<file path="src/rtl/te_fifo_if.sv">
// Handshake bundle between the tracking-engine reader and the sample FIFO.
// master = TE reader side, slave = FIFO side.
interface te_fifo_if #(
    parameter int DATA_WIDTH = 8
);
    logic                  fifo_ready;
    logic                  fifo_data_valid;
    logic [DATA_WIDTH-1:0] fifo_data;
    logic                  fifo_last_data;
    logic                  fifo_read;
    logic                  fifo_rewind;
    logic                  fifo_skip;

    modport master (
        input  fifo_ready, fifo_data_valid, fifo_data, fifo_last_data,
        output fifo_read, fifo_rewind, fifo_skip
    );

    modport slave (
        output fifo_ready, fifo_data_valid, fifo_data, fifo_last_data,
        input  fifo_read, fifo_rewind, fifo_skip
    );
endinterface

</file>
<file path="src/rtl/te_fifo_reader.sv">
// Consumer-side sequencer for the TE sample FIFO: requests a block, replays it
// once per correlator pass via rewind, releases it with skip after the last pass.
module te_fifo_reader #(
    parameter int DATA_WIDTH    = 8,
    parameter int ADDR_WIDTH    = 14,
    parameter int PASS_WIDTH    = 4,
    parameter int TIMEOUT_WIDTH = 12
) (
    input  logic                  clk,
    input  logic                  rst,
    input  logic                  enable,
    input  logic [PASS_WIDTH-1:0] pass_count,
    input  logic [ADDR_WIDTH-1:0] block_size,
    input  logic                  err_clear,
    te_fifo_if.master             fifo,
    output logic                  out_valid,
    output logic [DATA_WIDTH-1:0] out_data,
    output logic                  out_first,
    output logic                  out_last,
    output logic [PASS_WIDTH-1:0] pass_index,
    output logic                  block_done,
    output logic [15:0]           block_count,
    output logic                  err_length,
    output logic                  err_timeout,
    output logic                  busy
);

    typedef enum logic [2:0] {
        S_IDLE   = 3'd0,
        S_REQ    = 3'd1,
        S_RECV   = 3'd2,
        S_POST   = 3'd3,
        S_WAIT1  = 3'd4,
        S_WAIT2A = 3'd5,
        S_WAIT2B = 3'd6
    } state_e;

    state_e                   state_q, state_d;
    logic [ADDR_WIDTH-1:0]    beat_cnt_q;
    logic [TIMEOUT_WIDTH-1:0] wdog_q;
    logic [PASS_WIDTH-1:0]    pass_index_q;
    logic [15:0]              block_count_q;
    logic                     first_pend_q;
    logic                     err_length_q, err_timeout_q, busy_q;
    logic                     out_valid_q, out_first_q, out_last_q;
    logic [DATA_WIDTH-1:0]    out_data_q;

    logic                     in_recv_s, pass_end_s, wdog_sat_s, last_pass_s;
    logic                     len_err_s, beat_in_s;
    logic [ADDR_WIDTH:0]      beat_inc_s;
    logic [PASS_WIDTH-1:0]    last_idx_s;
    logic                     read_s, rewind_s, skip_s;

    // Pass-end, watchdog and last-pass conditions derived from registered state.
    always_comb begin
        in_recv_s   = (state_q == S_RECV);
        beat_in_s   = in_recv_s && fifo.fifo_data_valid;
        beat_inc_s  = {1'b0, beat_cnt_q} + {{ADDR_WIDTH{1'b0}}, 1'b1};
        pass_end_s  = in_recv_s && (fifo.fifo_last_data ||
                      (fifo.fifo_data_valid && (beat_inc_s == {1'b0, block_size})));
        wdog_sat_s  = in_recv_s && !pass_end_s && (wdog_q == {TIMEOUT_WIDTH{1'b1}});
        last_idx_s  = (pass_count == {PASS_WIDTH{1'b0}}) ? {PASS_WIDTH{1'b0}}
                                                         : pass_count - {{(PASS_WIDTH-1){1'b0}}, 1'b1};
        last_pass_s = (pass_index_q == last_idx_s);
        // Beats outside RECV are dropped and count as a length violation.
        len_err_s   = (in_recv_s && fifo.fifo_last_data && (beat_inc_s != {1'b0, block_size})) ||
                      (!in_recv_s && fifo.fifo_data_valid);
    end

    // State register.
    always_ff @(posedge clk) begin
        if (rst) begin
            state_q <= S_IDLE;
        end else begin
            state_q <= state_d;
        end
    end

    // Next-state logic.
    always_comb begin
        state_d = state_q;
        case (state_q)
            S_IDLE:   if (enable && fifo.fifo_ready) state_d = S_REQ; else state_d = S_IDLE;
            S_REQ:    state_d = S_RECV;
            S_RECV:   if (pass_end_s) state_d = S_POST;
                      else if (wdog_sat_s) state_d = S_IDLE;
                      else state_d = S_RECV;
            S_POST:   if (last_pass_s) state_d = S_WAIT2A;
                      else if (enable) state_d = S_WAIT1;
                      else state_d = S_IDLE;
            S_WAIT1:  if (enable) state_d = S_REQ; else state_d = S_IDLE;
            S_WAIT2A: state_d = S_WAIT2B;
            S_WAIT2B: state_d = S_IDLE;
            default:  state_d = S_IDLE;
        endcase
    end

    // Handshake pulses decoded from state; suppressed while reset is applied.
    always_comb begin
        read_s   = 1'b0;
        rewind_s = 1'b0;
        skip_s   = 1'b0;
        if (!rst) begin
            read_s   = (state_q == S_REQ);
            rewind_s = wdog_sat_s || ((state_q == S_POST) && !last_pass_s);
            skip_s   = (state_q == S_POST) && last_pass_s;
        end else begin
            read_s   = 1'b0;
            rewind_s = 1'b0;
            skip_s   = 1'b0;
        end
    end

    // Beat counter, watchdog, pass index and block counter.
    always_ff @(posedge clk) begin
        if (rst) begin
            beat_cnt_q    <= {ADDR_WIDTH{1'b0}};
            wdog_q        <= {TIMEOUT_WIDTH{1'b0}};
            pass_index_q  <= {PASS_WIDTH{1'b0}};
            block_count_q <= 16'd0;
            first_pend_q  <= 1'b0;
            busy_q        <= 1'b0;
        end else begin
            busy_q <= (state_d != S_IDLE);
            case (state_q)
                S_REQ: begin
                    beat_cnt_q   <= {ADDR_WIDTH{1'b0}};
                    wdog_q       <= {TIMEOUT_WIDTH{1'b0}};
                    first_pend_q <= 1'b1;
                end
                S_RECV: begin
                    if (wdog_q != {TIMEOUT_WIDTH{1'b1}}) wdog_q <= wdog_q + {{(TIMEOUT_WIDTH-1){1'b0}}, 1'b1};
                    if (fifo.fifo_data_valid) begin
                        first_pend_q <= 1'b0;
                        if (beat_cnt_q != {ADDR_WIDTH{1'b1}}) beat_cnt_q <= beat_inc_s[ADDR_WIDTH-1:0];
                    end
                end
                S_POST: begin
                    if (last_pass_s) begin
                        pass_index_q  <= {PASS_WIDTH{1'b0}};
                        block_count_q <= block_count_q + 16'd1;
                    end else if (enable) begin
                        pass_index_q  <= pass_index_q + {{(PASS_WIDTH-1){1'b0}}, 1'b1};
                    end else begin
                        pass_index_q  <= {PASS_WIDTH{1'b0}};
                    end
                end
                // Dropping enable before the re-request restarts the block at pass 0.
                S_WAIT1: if (!enable) pass_index_q <= {PASS_WIDTH{1'b0}};
                default: begin
                end
            endcase
        end
    end

    // Sticky error flags; a set in the same cycle as err_clear wins.
    always_ff @(posedge clk) begin
        if (rst) begin
            err_length_q  <= 1'b0;
            err_timeout_q <= 1'b0;
        end else begin
            if (len_err_s) err_length_q <= 1'b1;
            else if (err_clear) err_length_q <= 1'b0;
            if (wdog_sat_s) err_timeout_q <= 1'b1;
            else if (err_clear) err_timeout_q <= 1'b0;
        end
    end

    // Output sample register, one cycle behind the FIFO.
    always_ff @(posedge clk) begin
        if (rst) begin
            out_valid_q <= 1'b0;
            out_data_q  <= {DATA_WIDTH{1'b0}};
            out_first_q <= 1'b0;
            out_last_q  <= 1'b0;
        end else begin
            out_valid_q <= beat_in_s;
            out_first_q <= beat_in_s && first_pend_q;
            out_last_q  <= in_recv_s && fifo.fifo_last_data;
            if (beat_in_s) out_data_q <= fifo.fifo_data;
        end
    end

    assign fifo.fifo_read   = read_s;
    assign fifo.fifo_rewind = rewind_s;
    assign fifo.fifo_skip   = skip_s;
    assign block_done       = skip_s;
    assign out_valid        = out_valid_q;
    assign out_data         = out_data_q;
    assign out_first        = out_first_q;
    assign out_last         = out_last_q;
    assign pass_index       = pass_index_q;
    assign block_count      = block_count_q;
    assign err_length       = err_length_q;
    assign err_timeout      = err_timeout_q;
    assign busy             = busy_q;

endmodule

</file>
<file path="src/flat_wrapper.sv">
// flat-port wrapper written by rule: the top's interface ports become plain ports
module te_fifo_reader_flat 
#(
    parameter int DATA_WIDTH    = 8,
    parameter int ADDR_WIDTH    = 14,
    parameter int PASS_WIDTH    = 4,
    parameter int TIMEOUT_WIDTH = 12
)
  (clk, rst, enable, pass_count, block_size, err_clear, out_valid, out_data, out_first, out_last, pass_index, block_done, block_count, err_length, err_timeout, busy, fifo_fifo_ready, fifo_fifo_data_valid, fifo_fifo_data, fifo_fifo_last_data, fifo_fifo_read, fifo_fifo_rewind, fifo_fifo_skip);
  te_fifo_if #(.DATA_WIDTH(DATA_WIDTH)) fifo_i ();
  input  logic clk;
  input  logic rst;
  input  logic enable;
  input  logic [PASS_WIDTH-1:0] pass_count;
  input  logic [ADDR_WIDTH-1:0] block_size;
  input  logic err_clear;
  output logic out_valid;
  output logic [DATA_WIDTH-1:0] out_data;
  output logic out_first;
  output logic out_last;
  output logic [PASS_WIDTH-1:0] pass_index;
  output logic block_done;
  output logic [15:0] block_count;
  output logic err_length;
  output logic err_timeout;
  output logic busy;
  input wire logic [$bits(fifo_i.fifo_ready)-1:0] fifo_fifo_ready;
  input wire logic [$bits(fifo_i.fifo_data_valid)-1:0] fifo_fifo_data_valid;
  input wire logic [$bits(fifo_i.fifo_data)-1:0] fifo_fifo_data;
  input wire logic [$bits(fifo_i.fifo_last_data)-1:0] fifo_fifo_last_data;
  output wire logic [$bits(fifo_i.fifo_read)-1:0] fifo_fifo_read;
  output wire logic [$bits(fifo_i.fifo_rewind)-1:0] fifo_fifo_rewind;
  output wire logic [$bits(fifo_i.fifo_skip)-1:0] fifo_fifo_skip;
  assign fifo_i.fifo_ready = fifo_fifo_ready;
  assign fifo_i.fifo_data_valid = fifo_fifo_data_valid;
  assign fifo_i.fifo_data = fifo_fifo_data;
  assign fifo_i.fifo_last_data = fifo_fifo_last_data;
  assign fifo_fifo_read = fifo_i.fifo_read;
  assign fifo_fifo_rewind = fifo_i.fifo_rewind;
  assign fifo_fifo_skip = fifo_i.fifo_skip;
  te_fifo_reader #(.DATA_WIDTH(DATA_WIDTH), .ADDR_WIDTH(ADDR_WIDTH), .PASS_WIDTH(PASS_WIDTH), .TIMEOUT_WIDTH(TIMEOUT_WIDTH)) u_core (.clk(clk), .rst(rst), .enable(enable), .pass_count(pass_count), .block_size(block_size), .err_clear(err_clear), .fifo(fifo_i), .out_valid(out_valid), .out_data(out_data), .out_first(out_first), .out_last(out_last), .pass_index(pass_index), .block_done(block_done), .block_count(block_count), .err_length(err_length), .err_timeout(err_timeout), .busy(busy));
endmodule
</file>
<file path="config.mk">
export PLATFORM = sky130hd
export DESIGN_NAME = te_fifo_reader_flat
export DESIGN_NICKNAME = d
export VERILOG_FILES = /design/src/rtl/te_fifo_if.sv /design/src/rtl/te_fifo_reader.sv /design/src/flat_wrapper.sv
export SDC_FILE = /design/constraint.sdc
export NUM_CORES = 1
export LEC_CHECK = 0
export ABC_AREA = 1
export CAP_MARGIN = 0
export CORE_MARGIN = 2
export CORE_UTILIZATION = 46
export DETAILED_ROUTE_END_ITERATION = 6
export GPL_TIMING_DRIVEN = 1
export PLACE_DENSITY_LB_ADDON = 0.12
export SYNTH_ARGS = -nofsm -noshare
export SYNTH_HDL_FRONTEND = slang
export SYNTH_SLANG_ARGS = --single-unit
</file>
<file path="constraint.sdc">
create_clock -name clk -period 2.4 [get_ports clk]
set_input_delay 0.24 -clock clk [delete_from_list [all_inputs] [get_ports clk]]
set_output_delay 0.24 -clock clk [all_outputs]
set_load 0.02 [all_outputs]
</file>
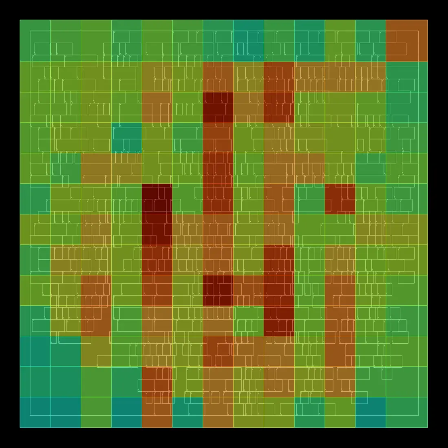
Figure 1: routing congestion.
GRT met2 Usage: 36.9%
grt peak-use layer: met2

==> impl_metrics.json <==
{
  "status": "finished, violations left",
  "violations": "negative setup slack",
  "via_per_inst": 5.05,
  "portBuffers": 70,
  "crit_fanout": 7,
  "die_h_um": 92.2,
  "hold_viol": 0,
  "syn-cell-area_mm2": 0.00358,
  "gp_congestion": 0.875,
  "drt_iter0_drc": 148,
  "antenna_found_initial": 0,
  "largest_register_ff_count": 16,
  "lay_top_count": "nand2_1",
  "setup_viol_count_final": 1,
  "crit_arrival_ns": 2.22,
  "hp-class": "register to register",
  "warnings": 28,
  "grt_max_degree": 26,
  "fin_util_pct": 65.0,
  "fp_util_pct": 46.8,
  "routed_wl_um": 9480,
  "rr_startpoint": "u_core.beat_cnt_q[7]$_SDFFE_PP0P_",
  "netlist_instances": 564,
  "ctsHoldBuffers": 0,
  "fmax_ghz": 0.406,
  "cts_tree": "built",
  "ir_drop_mv": 0.438,
  "finalCriticalPeriod_ns": 2.46,
  "finalPower_mw": 2.37,
  "areaGrowthSynthToFinish_pct": 38.7,
  "placedCellCount": 763,
  "clock-sinks": 64,
  "setup_ws_ns": -0.0629,
  "reg2reg_to": "u_core.busy$_SDFF_PP0_",
  "max_cap_violations": 0,
  "holdWs_ns": 0.448,
  "crit_required_ns": 2.16,
  "dieArea_mm2": 0.00851,
  "rr_worst_depth": 15,
  "path_clk_slew_ns": 0.08,
  "hold_end": "u_core.out_first$_SDFF_PP0_",
  "grt_pass1_wl_um": 15900,
  "die_x_um": 92.2,
  "dpl.hpwl_um": 6890,
  "worstHoldStart": "u_core.first_pend_q$_SDFFE_PP0P_",
  "instances_no_fill": 782,
  "endpoint_kind": "primary output",
  "postSynthAreaPerCell_um2": 6.35,
  "ys_seq_share_pct": 35.8,
  "yosysWarningCount": 0,
  "drive_above_1_share_pct": 15.0,
  "fin_area_mm2": 0.00497,
  "yosysUniqueCellTypes": 30,
  "leakagePower_nw": 1.95,
  "grtUsageTotal_pct": 22.8,
  "dp_slack_ns": -0.339,
  "num_io_pins": 71,
  "place_area_mm2": 0.00464,
  "clock_tree.buffer_depth": 2,
  "cts-buffers-inserted": 9,
  "finalClockPeriodUsage_pct": 103,
  "worst_slew_pin_slew_ns": 0.514,
  "slew_headroom_pct": 65.7,
  "ys_cells": 564,
  "drc": 0,
  "grt_pass1_vias": 3632,
  "yosysChipArea_mm2": 0.00358,
  "p_per_area_mw_per_mm2": 476,
  "min_path_cells": 2
}
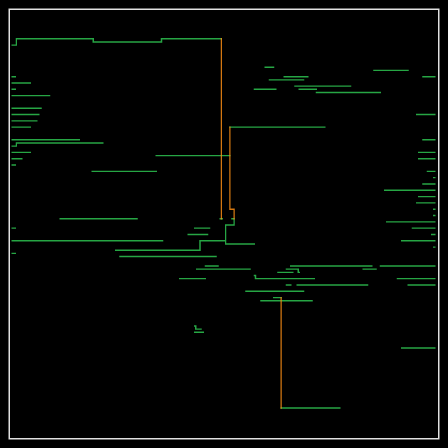
Figure 2: metal layers overlaid.
Only two layers are drawn.
- orange: metal 4 (wire length 83.2 um)
- green: metal 3 (wire length 560 um)

==> synthesized netlist by cell type <==
master | number | share of area [%]
nand2_1 | 156 | 16
inv_1 | 66 | 6.9
dfxtp_1 | 64 | 36
nor2_1 | 62 | 6.5
nand3_1 | 51 | 7.1
a21oi_1 | 49 | 6.8
o21ai_0 | 31 | 4.3
nor3_1 | 18 | 2.5
nand4_1 | 11 | 1.9
xnor2_1 | 7 | 1.7
clkbuf_1 | 6 | 0.63
nor2_4 | 6 | 1.9
xor2_1 | 6 | 1.5
ha_1 | 4 | 1.4
inv_2 | 4 | 0.42
nand3b_1 | 3 | 0.63
buf_2 | 2 | 0.28
nand2_2 | 2 | 0.35
nor2_2 | 2 | 0.35
nor3b_1 | 2 | 0.42
o21a_1 | 2 | 0.42
or2_2 | 2 | 0.35
a211oi_1 | 1 | 0.21
a31oi_1 | 1 | 0.17
buf_1 | 1 | 0.10
buf_4 | 1 | 0.21
clkbuf_4 | 1 | 0.21
clkinv_1 | 1 | 0.10
nor4_1 | 1 | 0.17
o21bai_1 | 1 | 0.21
==> where the power goes <==
part,internal [mW],switching [mW]
sequential,1.09,0.0159
combinational,0.140,0.174
clock,0.511,0.437
total,1.74,0.627
==> timing repair <==
| item | 4_1_cts | 5_1_grt |
|---|---|---|
| gates cloned | 0 | 0 |
| setup endpoints to repair | 3 | 4 |
| buffers inserted | 0 | 3 |
| resized | 11 | 33 |
| pin swaps | 2 | 13 |
==> routing by layer <==
metal,wire length (um),track usage (%),share of wire [%],vias up
li1,-,-,-,2051
met1,4520,30.3,48,1784
met2,4320,36.9,46,106
met3,560,5.09,5.9,7
met4,83,7.21,0.88,0
met5,0,0,0,-
==> worst max path at each step <==
stage | startpoint | endpoint | slack (ns) | depth (start not counted)
finish | u_core.beat_cnt_q[0]$_SDFFE_PP0P_ | fifo_fifo_rewind | -0.06 | 13
global route | u_core.beat_cnt_q[0]$_SDFFE_PP0P_ | fifo_fifo_rewind | -0.20 | 15
CTS | u_core.beat_cnt_q[0]$_SDFFE_PP0P_ | fifo_fifo_rewind | -0.21 | 15
detailed placement | pass_count[1] | fifo_fifo_rewind | -0.34 | 10
global placement | pass_count[1] | fifo_fifo_rewind | -0.24 | 10
floorplan | u_core.beat_cnt_q[0]$_SDFFE_PP0P_ | fifo_fifo_rewind | 0.36 | 13
==> final cells by class <==
class	count	area (um^2)
fill	690	2680
multi-input combinational	418	2070
sequential	64	1290
timing repair buffer	111	1010
inverter	71	267
clock buffer	10	138
tap	102	128
clock inverter	6	67.6
==> critical path, stage by stage (launching register included) <==
cell and delay [ns]:
dfxtp_4 0.37, ha_4 0.16, nand2_2 0.09, nor2_4 0.19, buf_4 0.14, nand4_1 0.11, nand3_1 0.11, nand2_1 0.07
nand2_1 0.09, nor2_2 0.05, nand3_2 0.08, nand3_2 0.08, a21oi_2 0.19, buf_4 0.17
==> cells by family after synthesis <==
group,synth area share (%)
AND-OR/OR-AND,12.2
XOR/XNOR,3.18
adder cells (fa/ha/maj),1.40
buffers and inverters,8.87
flip-flops,35.8
AND/OR/NAND/NOR,38.6
Power and IR drop assume default switching activity.
